==> run_1/final_congestion.png <==
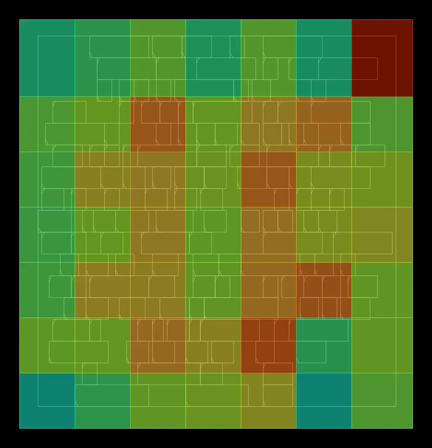
==> run_1/met1.png <==
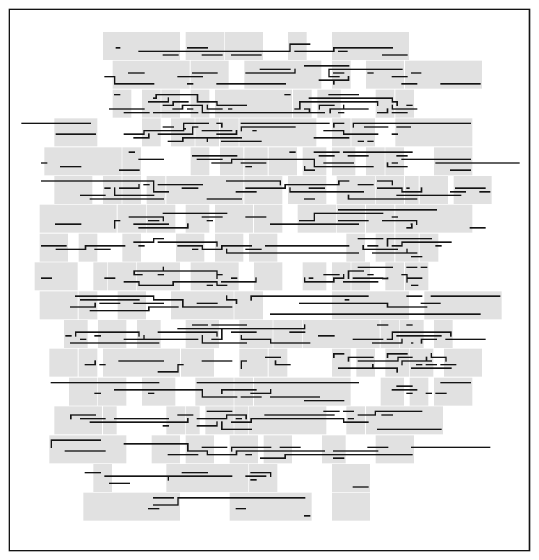
==> run_1/drive_strength.png <==
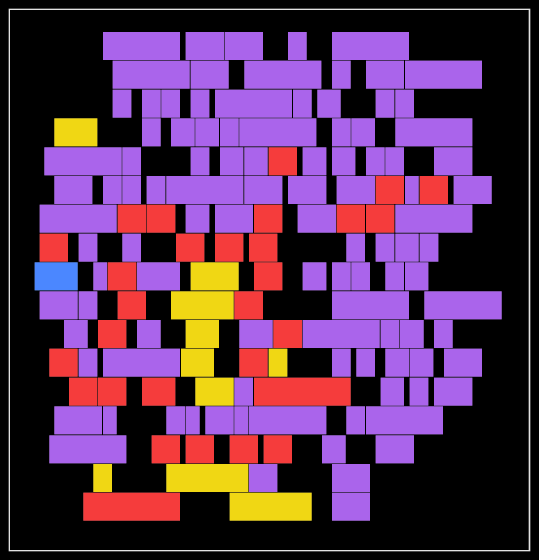
## src/rtl/serial_pkg.sv

```systemverilog
// Types and constants shared by the serial front end and its pattern detectors.
package serial_pkg;

   typedef enum logic {IDLE, SHIFT} ser_state_t;

   localparam int SER_WIDTH = 8;

endpackage

```

## src/rtl/bit_serializer.sv

```systemverilog
// Parallel-to-serial front end: WIDTH-bit words in over valid/ready, one bit
// per clock out on w, with a one-word holding register for gapless streaming.
module bit_serializer
   import serial_pkg::*;
#(
   parameter int WIDTH     = SER_WIDTH,
   parameter bit MSB_FIRST = 1'b1
) (
   input  logic             clk,
   input  logic             rst,
   input  logic [WIDTH-1:0] din,
   input  logic             din_valid,
   output logic             din_ready,
   output logic             w,
   output logic             w_valid,
   output logic             last
);

   localparam int CW = $clog2(WIDTH);
   localparam logic [CW-1:0] CNT_LAST = CW'(WIDTH - 1);

   ser_state_t       state_reg, state_next;
   logic [WIDTH-1:0] sreg_reg, sreg_next;
   logic [CW-1:0]    cnt_reg, cnt_next;
   logic [WIDTH-1:0] hold_reg, hold_next;
   logic             hold_full_reg, hold_full_next;

   logic [WIDTH-1:0] shifted;
   logic             out_bit;
   logic             accept;
   logic             last_bit;

   // Shift toward the output end, zero-filling the vacated position.
   for (genvar gi = 0; gi < WIDTH; gi++) begin : g_shift
      if (MSB_FIRST) begin : g_msb
         if (gi == 0) begin : g_fill
            assign shifted[gi] = 1'b0;
         end else begin : g_move
            assign shifted[gi] = sreg_reg[gi-1];
         end
      end else begin : g_lsb
         if (gi == WIDTH - 1) begin : g_fill
            assign shifted[gi] = 1'b0;
         end else begin : g_move
            assign shifted[gi] = sreg_reg[gi+1];
         end
      end
   end

   if (MSB_FIRST) begin : g_out_msb
      assign out_bit = sreg_reg[WIDTH-1];
   end else begin : g_out_lsb
      assign out_bit = sreg_reg[0];
   end

   assign din_ready = !hold_full_reg && !rst;
   assign accept    = din_valid && din_ready;
   assign w_valid   = (state_reg == SHIFT);
   assign last_bit  = (cnt_reg == CNT_LAST);
   assign last      = w_valid && last_bit;
   assign w         = w_valid && out_bit;

   always_comb begin
      state_next     = state_reg;
      sreg_next      = sreg_reg;
      cnt_next       = cnt_reg;
      hold_next      = hold_reg;
      hold_full_next = hold_full_reg;
      case (state_reg)
         IDLE: begin
            if (accept) begin
               sreg_next  = din;
               cnt_next   = '0;
               state_next = SHIFT;
            end
         end
         SHIFT: begin
            if (!last_bit) begin
               sreg_next = shifted;
               cnt_next  = cnt_reg + CW'(1);
               if (accept) begin
                  hold_next      = din;
                  hold_full_next = 1'b1;
               end
            end else if (hold_full_reg) begin
               sreg_next      = hold_reg;
               hold_full_next = 1'b0;
               cnt_next       = '0;
            end else if (accept) begin
               // Word arriving on the final bit goes straight to the shifter.
               sreg_next = din;
               cnt_next  = '0;
            end else begin
               state_next = IDLE;
               cnt_next   = '0;
            end
         end
      endcase
   end

   always_ff @(posedge clk) begin
      if (rst) begin
         state_reg     <= IDLE;
         sreg_reg      <= '0;
         cnt_reg       <= '0;
         hold_reg      <= '0;
         hold_full_reg <= 1'b0;
      end else begin
         state_reg     <= state_next;
         sreg_reg      <= sreg_next;
         cnt_reg       <= cnt_next;
         hold_reg      <= hold_next;
         hold_full_reg <= hold_full_next;
      end
   end

endmodule

```

## config.mk

```make
export PLATFORM = sky130hd
export DESIGN_NAME = bit_serializer
export DESIGN_NICKNAME = d
export VERILOG_FILES = /design/src/rtl/serial_pkg.sv /design/src/rtl/bit_serializer.sv
export SDC_FILE = /design/constraint.sdc
export NUM_CORES = 1
export LEC_CHECK = 0
export CORE_AREA = 2 2 47 49
export CTS_CLUSTER_DIAMETER = 50
export CTS_CLUSTER_SIZE = 28
export DETAILED_ROUTE_END_ITERATION = 16
export DIE_AREA = 0 0 49 51
export GPL_ROUTABILITY_DRIVEN = 0
export PLACE_DENSITY = 0.74
export RECOVER_POWER = 100
export SLEW_MARGIN = 20
export SYNTH_ARGS = -nofsm -noshare
export SYNTH_HDL_FRONTEND = slang
export SYNTH_SLANG_ARGS = --single-unit
```

## constraint.sdc

```tcl
create_clock -name clk -period 1.5 [get_ports clk]
set_input_delay 0.3 -clock clk [delete_from_list [all_inputs] [get_ports clk]]
set_output_delay 0.3 -clock clk [all_outputs]
set_load 0.02 [all_outputs]
```

==> flow_summary.yaml, run 1 <==
# yosys + openroad results
detailed_routing:
  routedWlPerCell_um: 13.8
  first_iter_violations: 11
floorplan:
  die_height_um: 51
  fp.dieW_um: 49
  top_level_ports: 15
placement:
  numPortBuffers: 14
  hpwl_mm: 1.74
finish:
  finalNetCount: 157
  final_layout_size_suffix_gt1_frac: 0.280
final_timing:
  tightestPinTransition_ps: 241
  number_of_setup_violations_in_the_final_report: 1
  fin_ws_ps: -45.5
  timing_hold_violations_final: 0
power_and_ir_drop:
  power.switching_fraction: 0.253
  leakagePower_nw: 0.531
  power_report.internal_total_w: 0.000784
  part_of_the_power_in_combinational_logic: 0.175
  switchingPower_w: 0.000266
logic_synthesis:
  synth_area_per_cell_um2: 8.92
  synth.area.mux_share: 0.0816
  topCombFamilyByArea: "simple AND/OR/NAND/NOR gates"
  seq_area_frac_synth: 0.429
worst_hold_path:
  worst_hold_path.endpoint: "cnt_reg[1]$_SDFFE_PP0P_"
  hold_path.startpoint: "rst"
  hold_path_depth: 3
critical_path:
  crit_path_max_incr_delay_ps: 350
  worst-path-max-fanout: 2
  cp_slowest_cell: "sky130_fd_sc_hd__dfxtp_2"
  setup.worst_path.start_class: "flop"
  timing.setup.critical_path_class: "reg2out"
  cp_cell_sequence: "ha_4, ha_4, and2_4, buf_6"
  worst-r2r-cell-count: 6
  startpoint_of_the_most_critical_register_to_register_path: "cnt_reg[1]$_SDFFE_PP0P_"
status:
  violated_checks: "negative setup slack"
  outcome: "complete, but fails checks"
clock_tree:
  tritoncts_clock_tree: "done"
  cts.clk_slew.worst_paths_ps: 110
  clock_sinks: 21
grt:
  grt_pass1_wl_mm: 3.98
Back to the opening pictures, final_congestion.png:
met1 Usage GRT: 0.266
overall routing resource usage: 0.211

Back to the opening pictures, met1.png:
The layer carries 1070 µm of wire. 141 nets have wire on it. The wires run mostly horizontal. The longest straight run is 19.8 µm. The layer holds 45% of the routed length.
total wirelength of the detailed-routed design: 2.35 mm
total number of vias: 932

Back to the opening pictures, drive_strength.png:
Key: red = drive 3 to 4 [cells 29, share 20%]; blue = drive 6 and up [cells 1, share 0.70%]; purple = drive 1 or less [cells 103, share 72%]; yellow = drive 2 [cells 10, share 7.0%]
area delta synth->final: 37.8%
Final Instance Area: 1350 µm²
Repair and plain buffers: 37
Worst Setup Slack, final: -45.5 ps

==> run 1: worst max path at each step <==
stage                             endpoint                     from  slack [ps]  depth (start not counted)
floorplan                             last  cnt_reg[0]$_SDFFE_PP0P_          20                          4
finish                                last  cnt_reg[1]$_SDFFE_PP0P_         -50                          4
global placement                 din_ready                      rst        -310                          3
detailed placement  sreg_reg[1]$_SDFF_PP0_                      rst        -340                          6
global route                          last  cnt_reg[0]$_SDFFE_PP0P_        -100                          4
CTS                                   last  cnt_reg[0]$_SDFFE_PP0P_        -180                          4
==> run 1: cells in the mapped netlist (all sizes together) <==
cell      n  area (µm²)
dfxtp    21         420
a21oi    19        95.1
nand3     9        45.0
mux2i     8        80.1
o21ai     8        40.0
o22ai     8        50.1
and3      7        43.8
buf       5        30.0
clkbuf    3        12.5
nor3b     3        27.5
and2      2        12.5
ha        2        25.0
nand2     2        7.51
nand2b    2        12.5
nor2      2        7.51
or3b      2        17.5
a21o      1        7.51
inv       1        3.75
nand4bb   1        11.3
nor2b     1        6.26
nor3      1        5.00
nor4bb    1        10.0
o21ba     1        10.0
==> run 1: critical path: cells and delay by family, from the launching register on <==
| kind | cells | cell delay [ps] |
|---|---|---|
| flip-flops | 1 | 350 |
| adder cells (fa/ha/maj) | 2 | 320 |
| buffers and inverters | 1 | 120 |
| AND/OR/NAND/NOR | 1 | 160 |
==> run 1: power by group through the flow <==
stage	clock network (W)	registers, W	logic (W)
5_1_grt	0.000299	0.000602	0.000203
2_1_floorplan	0	0.000608	0.0000907
4_1_cts	0.000282	0.000597	0.000183
6_report	0.000268	0.000599	0.000184
3_5_place_dp	0	0.000608	0.000185
3_3_place_gp	0	0.000607	0.000181
==> run 1: repair_timing <==
action / CTS / global route
pin swaps: 0 / 2
setup endpoints to repair: 12 / 20
setup buffers: 0 / 1
gates resized: 11 / 13
hold endpoints to repair: 0 / 0
==> run 1: cell type report <==
class | instances | area (µm²)
Clock buffer | 3 | 22.5
Clock inverter | 1 | 5.00
Fill cell | 189 | 712
Inverter | 1 | 3.75
Multi-Input combinational cell | 80 | 549
Sequential cell | 21 | 423
Tap cell | 28 | 35.0
Timing Repair Buffer | 37 | 313
==> run 1: per-layer routing <==
metal,vias to the layer above,GRT usage,share of wire
li1,474,-,-
met1,435,0.266,0.45
met2,19,0.349,0.49
met3,4,0.0351,0.037
met4,0,0.110,0.017
met5,-,0,0
==> run 1: per-stage QoR <==
step                      cells  cell area (µm²)  setup slack (ps)  setup TNS [ps]  hold WS, ps
after floorplan             110              981              24.1               0          448
after global placement      166             1280              -314           -5020          453
after detailed placement    166             1280              -336           -5970          462
after CTS                   170             1300              -176            -176          479
after global routing        171             1350             -96.9            -540          393
final                       171             1350             -45.5           -45.5          373
==> run 1: logic make-up (layout without fill, tap and decap cells) <==
kind of cell               count (synthesis)  after routing
adders and majority gates                  2              2
buffers and inverters                      9             42
and+or+nand+nor                           33             33
DFF                                       21             21
AOI/OAI and AO/OA                         37             37
muxes                                      8              8
--- run 2 (diff from run 1) ---
--- a/config.mk
+++ b/config.mk
@@ -5,13 +5,15 @@
 export SDC_FILE = /design/constraint.sdc
 export NUM_CORES = 1
 export LEC_CHECK = 0
-export CORE_AREA = 2 2 47 49
+export CELL_PAD_IN_SITES_DETAIL_PLACEMENT = 0
+export CELL_PAD_IN_SITES_GLOBAL_PLACEMENT = 2
+export CORE_AREA = 2 2 60 62
 export CTS_CLUSTER_DIAMETER = 50
 export CTS_CLUSTER_SIZE = 28
 export DETAILED_ROUTE_END_ITERATION = 16
-export DIE_AREA = 0 0 49 51
+export DIE_AREA = 0 0 62 64
 export GPL_ROUTABILITY_DRIVEN = 0
-export PLACE_DENSITY = 0.74
+export PLACE_DENSITY_LB_ADDON = 0.1
 export RECOVER_POWER = 100
 export SLEW_MARGIN = 20
 export SYNTH_ARGS = -nofsm -noshare
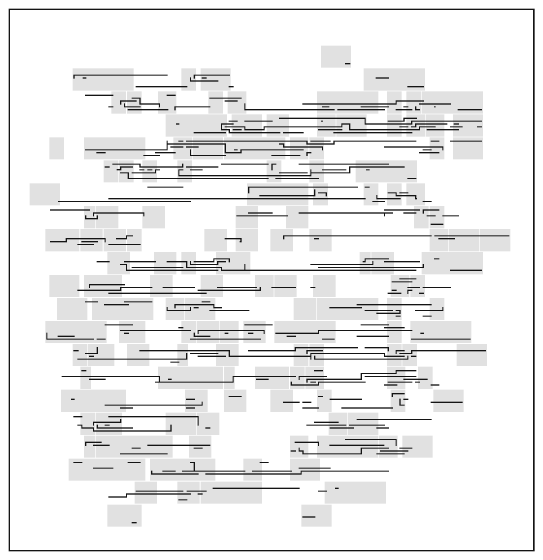
(run_2/met1.png)
The layer carries 1260 µm of wire. The layer holds 49% of the routed length. The wires run mostly horizontal. The longest straight run is 30.4 µm.
met1 Usage GRT: 0.201
total wirelength of the detailed-routed design: 2.55 mm

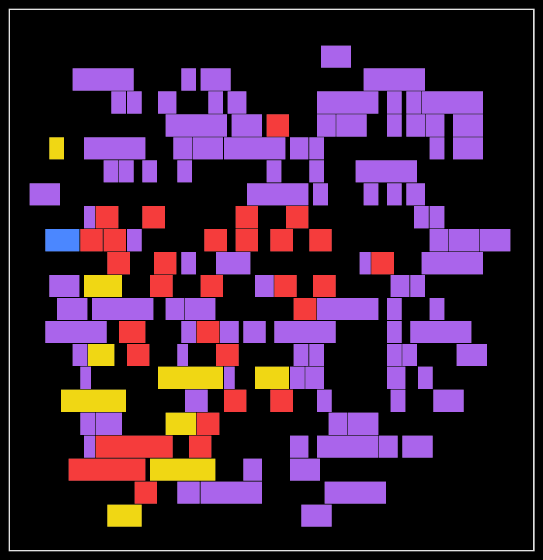
(run_2/drive_strength.png)
Key: red = drive 3 to 4 [cells 30, share 21%]; yellow = drive 2 [cells 9, share 6.3%]; blue = drive 6 and up [cells 1, share 0.69%]; purple = drive 1 or less [cells 104, share 72%]
Repair and plain buffers: 38
Final Instance Area: 1370 µm²

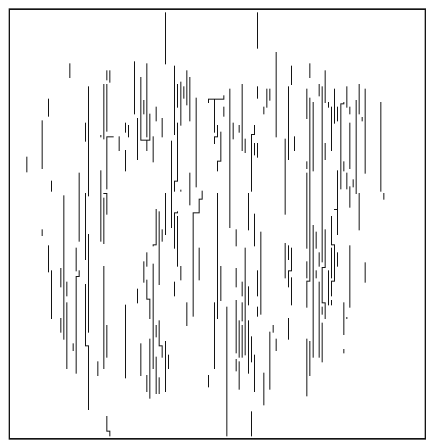
(run_2/met2.png)
132 nets have wire on it. The longest straight run is 27.4 µm. The wires run mostly vertical.
GR met2 Demand/Resource: 0.214

==> run 2 against run 1 <==
Against the previous run:
- the run still ends with negative setup slack left
- power is 1.9% higher
- clock skew is 2.2 ps lower
- routed wire length is 8.5% higher
- register-to-register slack worse by 20 ps
- die area is 59% higher
==> flow_summary.yaml, run 2 <==
# yosys + openroad results
critical_path:
  worst-path-max-fanout: 2
  timing.setup.critical_path_class: "reg2out"
logic_synthesis:
  synth.top_cell.area_share: 0.429
  synth.cells.most_frequent: "sky130_fd_sc_hd__dfxtp_1, sky130_fd_sc_hd__a21oi_1, sky130_fd_sc_hd__nand3_1"
  most_common_cell: "sky130_fd_sc_hd__dfxtp_1"
  seq_area_frac_synth: 0.429
  synth_area_per_cell_um2: 8.92
  synth.largest_area_cell: "sky130_fd_sc_hd__dfxtp_1"
  synthFlopType: "sky130_fd_sc_hd__dfxtp_1"
  top_cells_by_area: "sky130_fd_sc_hd__dfxtp_1, sky130_fd_sc_hd__a21oi_1, sky130_fd_sc_hd__mux2i_1, sky130_fd_sc_hd__o22ai_1, sky130_fd_sc_hd__nand3_1"
  synth-async-reset-ratio: 0
placement:
  numPortBuffers: 14
  placed_cells_incl_taps: 186
  hpwl_mm: 1.88
worst_hold_path:
  hold_path_depth: 2
power_and_ir_drop:
  leakagePower_nw: 0.521
final_timing:
  number_of_setup_violations_in_the_final_report: 1
  timing_hold_violations_final: 0
  timing.hold.ws_ps: 479
  tightestPinTransition_ps: 298
  fin_ws_ps: -40.6
grt:
  grt_pass1_wl_mm: 4.17
  grt.total_usage: 0.143
finish:
  final_cell_count_no_fill: 190
  finalNetCount: 158
floorplan:
  top_level_ports: 15
  fp.dieW_um: 62
  die_height_um: 64
clock_tree:
  cts.clk_slew.worst_paths_ps: 120
  postCtsSetupBuffers: 0
  tritoncts_clock_tree: "done"
  clock_sinks: 21
detailed_routing:
  routedWlPerCell_um: 13.4
  first_iter_violations: 27
status:
  outcome: "complete, but fails checks"
  violated_checks: "negative setup slack"
run 2: cell counts after synthesis:
No cell type changed its count.
run 2: final timing paths:
kind,start,end,slack (ps)
max reg2reg,cnt_reg[1]$_SDFFE_PP0P_,sreg_reg[0]$_SDFF_PP0_,20
min,hold_reg[3]$_SDFFE_PP0P_,hold_reg[3]$_SDFFE_PP0P_,480
max,cnt_reg[1]$_SDFFE_PP0P_,last,-40
min reg2reg,hold_reg[3]$_SDFFE_PP0P_,hold_reg[3]$_SDFFE_PP0P_,480
run 2: final cells by class:
type	count	area, µm²
Sequential cell	21	424
Timing Repair Buffer	38	319
Fill cell	364	1910
Clock buffer	4	26.3
Multi-Input combinational cell	80	542
Inverter	1	3.75
Tap cell	46	57.6
run 2: worst max-delay path, cell delays in order (launching register included):
cell,delay [ps]
sky130_fd_sc_hd__dfxtp_2,350
sky130_fd_sc_hd__ha_4,160
sky130_fd_sc_hd__ha_4,150
sky130_fd_sc_hd__and2_4,150
sky130_fd_sc_hd__buf_6,120
run 2: cell families after synthesis:
kind of cell	count (synthesis)	synth area share
AOI/OAI and AO/OA	37	0.207
adders and majority gates	2	0.0255
buffers and inverters	9	0.0472
DFF	21	0.429
muxes	8	0.0816
and+or+nand+nor	33	0.210
run 2: where the power goes:
part / internal (W) / leakage (nW) / switching (W)
clock network: 0.000104 / 0.0150 / 0.000178
logic: 0.000105 / 0.334 / 0.0000843
registers: 0.000583 / 0.172 / 0.0000156
total: 0.000792 / 0.521 / 0.000278
run 2: what timing repair did:
| action | CTS | global route |
|---|---|---|
| gates cloned | 0 | 0 |
| resized | 22 | 2 |
| endpoints found under the setup margin | 11 | 10 |
| pin swaps | 1 | 0 |
run 2: metal layers:
layer | track usage | part of all wire | vias up
met4 | 0.0559 | 0.0067 | 0
li1 | - | - | 473
met2 | 0.214 | 0.45 | 17
met3 | 0.0243 | 0.046 | 2
met5 | 0 | 0 | -
met1 | 0.201 | 0.49 | 440
run 2: stage by stage:
step | setup WS, ps | total power (W) | setup TNS (ps) | area (µm²)
after floorplan | 24.1 | 0.000699 | 0 | 981
after global placement | -325 | 0.000797 | -4370 | 1320
after detailed placement | -329 | 0.000800 | -4590 | 1320
after CTS | -64.4 | 0.00109 | -64.4 | 1380
after global routing | -101 | 0.00114 | -323 | 1370
final | -40.6 | 0.00107 | -40.6 | 1370
--- run 3 (diff from run 2) ---
--- a/config.mk
+++ b/config.mk
@@ -13,6 +13,7 @@
 export DETAILED_ROUTE_END_ITERATION = 16
 export DIE_AREA = 0 0 62 64
 export GPL_ROUTABILITY_DRIVEN = 0
+export HOLD_SLACK_MARGIN = 0.06
 export PLACE_DENSITY_LB_ADDON = 0.1
 export RECOVER_POWER = 100
 export SLEW_MARGIN = 20
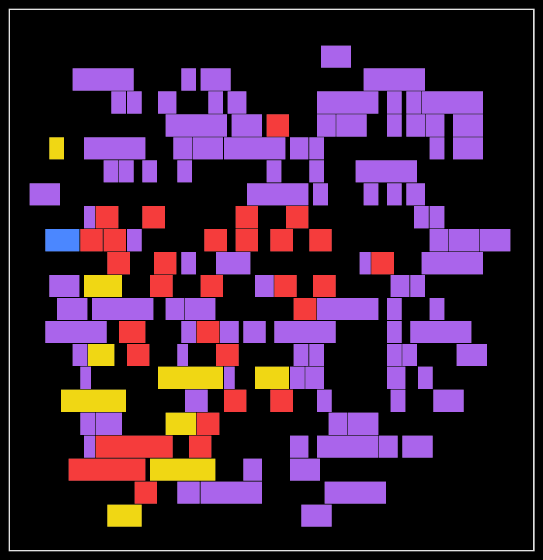
(run_3/drive_strength.png)
Key: red = drive 3 to 4 [cells 30, share 21%]; purple = drive 1 or less [cells 104, share 72%]; yellow = drive 2 [cells 9, share 6.3%]; blue = drive 6 and up [cells 1, share 0.69%]
Worst Setup Slack, final: -40.6 ps
area delta synth->final: 39.9%

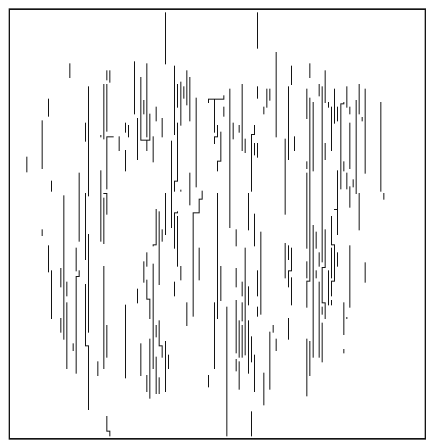
(run_3/met2.png)
The wires run mostly vertical. The layer carries 1160 µm of wire.

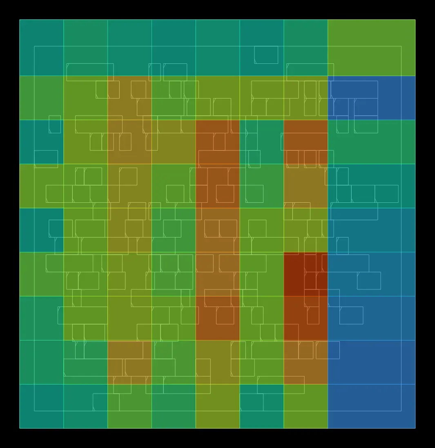
(run_3/final_congestion.png)
routed length per placed instance: 13.4 µm
GR Layer Usage met3: 0.0243
overall routing resource usage: 0.143
post-layout util: 0.418

==> run 3 against run 2 <==
Against the previous run:
- the run still ends with negative setup slack left
- combinational power hardly changed
- power unchanged
- maximum frequency is the same
- global-route usage stayed put
- synthesized area did not move
- clock power about the same
- flip-flop count stayed put
- synthesized cell count unchanged
- final cell count is the same
- non-clock buffer count unchanged
- register-to-register slack barely moved
- die area is the same
==> flow_summary.yaml, run 3 <==
# yosys + openroad results
status:
  outcome: "complete, but fails checks"
  violated_checks: "negative setup slack"
final_timing:
  tightestPinTransition_ps: 298
  fin_ws_ps: -40.6
  timing_hold_violations_final: 0
  number_of_setup_violations_in_the_final_report: 1
  timing.hold.ws_ps: 479
critical_path:
  timing.setup.critical_path_class: "reg2out"
  cp_slowest_cell: "sky130_fd_sc_hd__dfxtp_2"
  worst-path-max-fanout: 2
  crit_path_most_repeated_cell: "sky130_fd_sc_hd__ha_4"
  worst-r2r-cell-count: 7
  setup.worst_path.start_class: "flop"
  cp_cell_sequence: "ha_4, ha_4, and2_4, buf_6"
  crit_path_max_incr_delay_ps: 350
power_and_ir_drop:
  totalPowerFinal_w: 0.00107
logic_synthesis:
  synth_area_per_cell_um2: 8.92
  synth.cells.most_frequent: "sky130_fd_sc_hd__dfxtp_1, sky130_fd_sc_hd__a21oi_1, sky130_fd_sc_hd__nand3_1"
  synth.largest_area_cell: "sky130_fd_sc_hd__dfxtp_1"
  synthFlopType: "sky130_fd_sc_hd__dfxtp_1"
  top_cells_by_area: "sky130_fd_sc_hd__dfxtp_1, sky130_fd_sc_hd__a21oi_1, sky130_fd_sc_hd__mux2i_1, sky130_fd_sc_hd__o22ai_1, sky130_fd_sc_hd__nand3_1"
  most_common_cell: "sky130_fd_sc_hd__dfxtp_1"
  synth.top_cell.area_share: 0.429
  seq_area_frac_synth: 0.429
  edf_count: 0
detailed_routing:
  route.final.wire_length_mm: 2.55
  vias: 932
  first_iter_violations: 27
finish:
  final.fill_count: 364
  final_instance_area_um2: 1370
  finalNetCount: 158
  final_layout_size_suffix_gt1_frac: 0.278
placement:
  hpwl_mm: 1.88
  placed_cell_area_um2: 1320
  placed_cells_incl_taps: 186
  numPortBuffers: 14
floorplan:
  fp.dieW_um: 62
  die_height_um: 64
  top_level_ports: 15
clock_tree:
  tritoncts_clock_tree: "done"
  postCtsSetupBuffers: 0
worst_hold_path:
  hold_path_depth: 2
## run 3: cell counts after synthesis
Identical to the previous run, type by type.
## run 3: routing by layer
metal	global-route usage	vias up	share of wire
li1	-	473	-
met1	0.201	440	0.49
met2	0.214	17	0.45
met3	0.0243	2	0.046
met4	0.0559	0	0.0067
met5	0	-	0
## run 3: repair_timing
action / 4_1_cts / 5_1_grt
resized: 22 / 2
pin swaps: 1 / 0
endpoints found under the hold margin: 0 / 0
setup endpoints to repair: 11 / 10
## run 3: cell families after synthesis
logic type	count (synthesis)	synth area share
AOI/OAI and AO/OA	37	0.207
and+or+nand+nor	33	0.210
DFF	21	0.429
buffers and inverters	9	0.0472
muxes	8	0.0816
adders and majority gates	2	0.0255
## run 3: power by group
part | switching [W] | total, W | leakage, nW | internal [W]
sequential | 0.0000156 | 0.000599 | 0.172 | 0.000583
combinational | 0.0000843 | 0.000189 | 0.334 | 0.000105
clock | 0.000178 | 0.000282 | 0.0150 | 0.000104
total | 0.000278 | 0.00107 | 0.521 | 0.000792
## run 3: layout make-up
cell class,count,area [µm²],share of cell area
timing repair buffer,38,319,0.232
tap,46,57.6,0.0419
clock buffer,4,26.3,0.0191
sequential,21,424,0.309
inverter,1,3.75,0.00273
multi-input combinational,80,542,0.395
## run 3: worst paths after layout
check,to,start,slack (ps)
worst max register to register,sreg_reg[0]$_SDFF_PP0_,cnt_reg[1]$_SDFFE_PP0P_,20
worst min-delay path,hold_reg[3]$_SDFFE_PP0P_,hold_reg[3]$_SDFFE_PP0P_,480
worst max-delay path,last,cnt_reg[1]$_SDFFE_PP0P_,-40
worst min register to register,hold_reg[3]$_SDFFE_PP0P_,hold_reg[3]$_SDFFE_PP0P_,480
## run 3: per-stage QoR
stage,TNS (ps),util
detailed placement,-4590,0.401
global placement,-4370,0.401
global route,-323,0.418
finish,-40.6,0.418
CTS,-64.4,0.419
floorplan,0,-
## run 3: critical path: cells and delay by family (launching register included)
kind,cells,cell delay [ps]
flip-flops,1,350
AND/OR/NAND/NOR,1,150
buffers and inverters,1,120
adder cells (fa/ha/maj),2,310

==> layout pictures side by side <==
Local utilization.
panel A
The bar under the picture is 10 µm long. The die is cut into 10 by 10 equal tiles; dark blue is low, red is high, 0 to 100% covered.
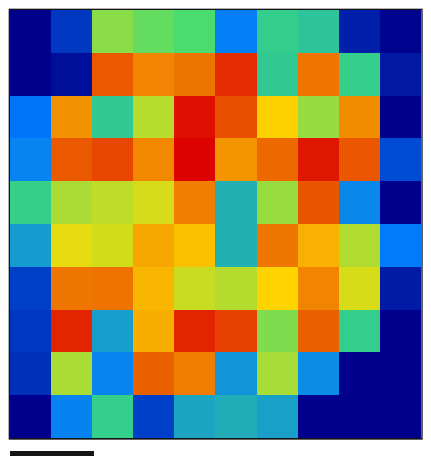
panel B
The bar under the picture is 20 µm long. The die is cut into 6 by 6 equal tiles; dark blue is low, red is high, 0 to 100% covered.
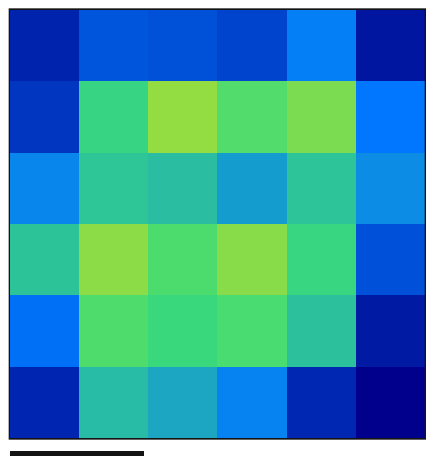
panel A: run 1
panel B: run 3

Power is estimated from default activity; no workload was simulated.
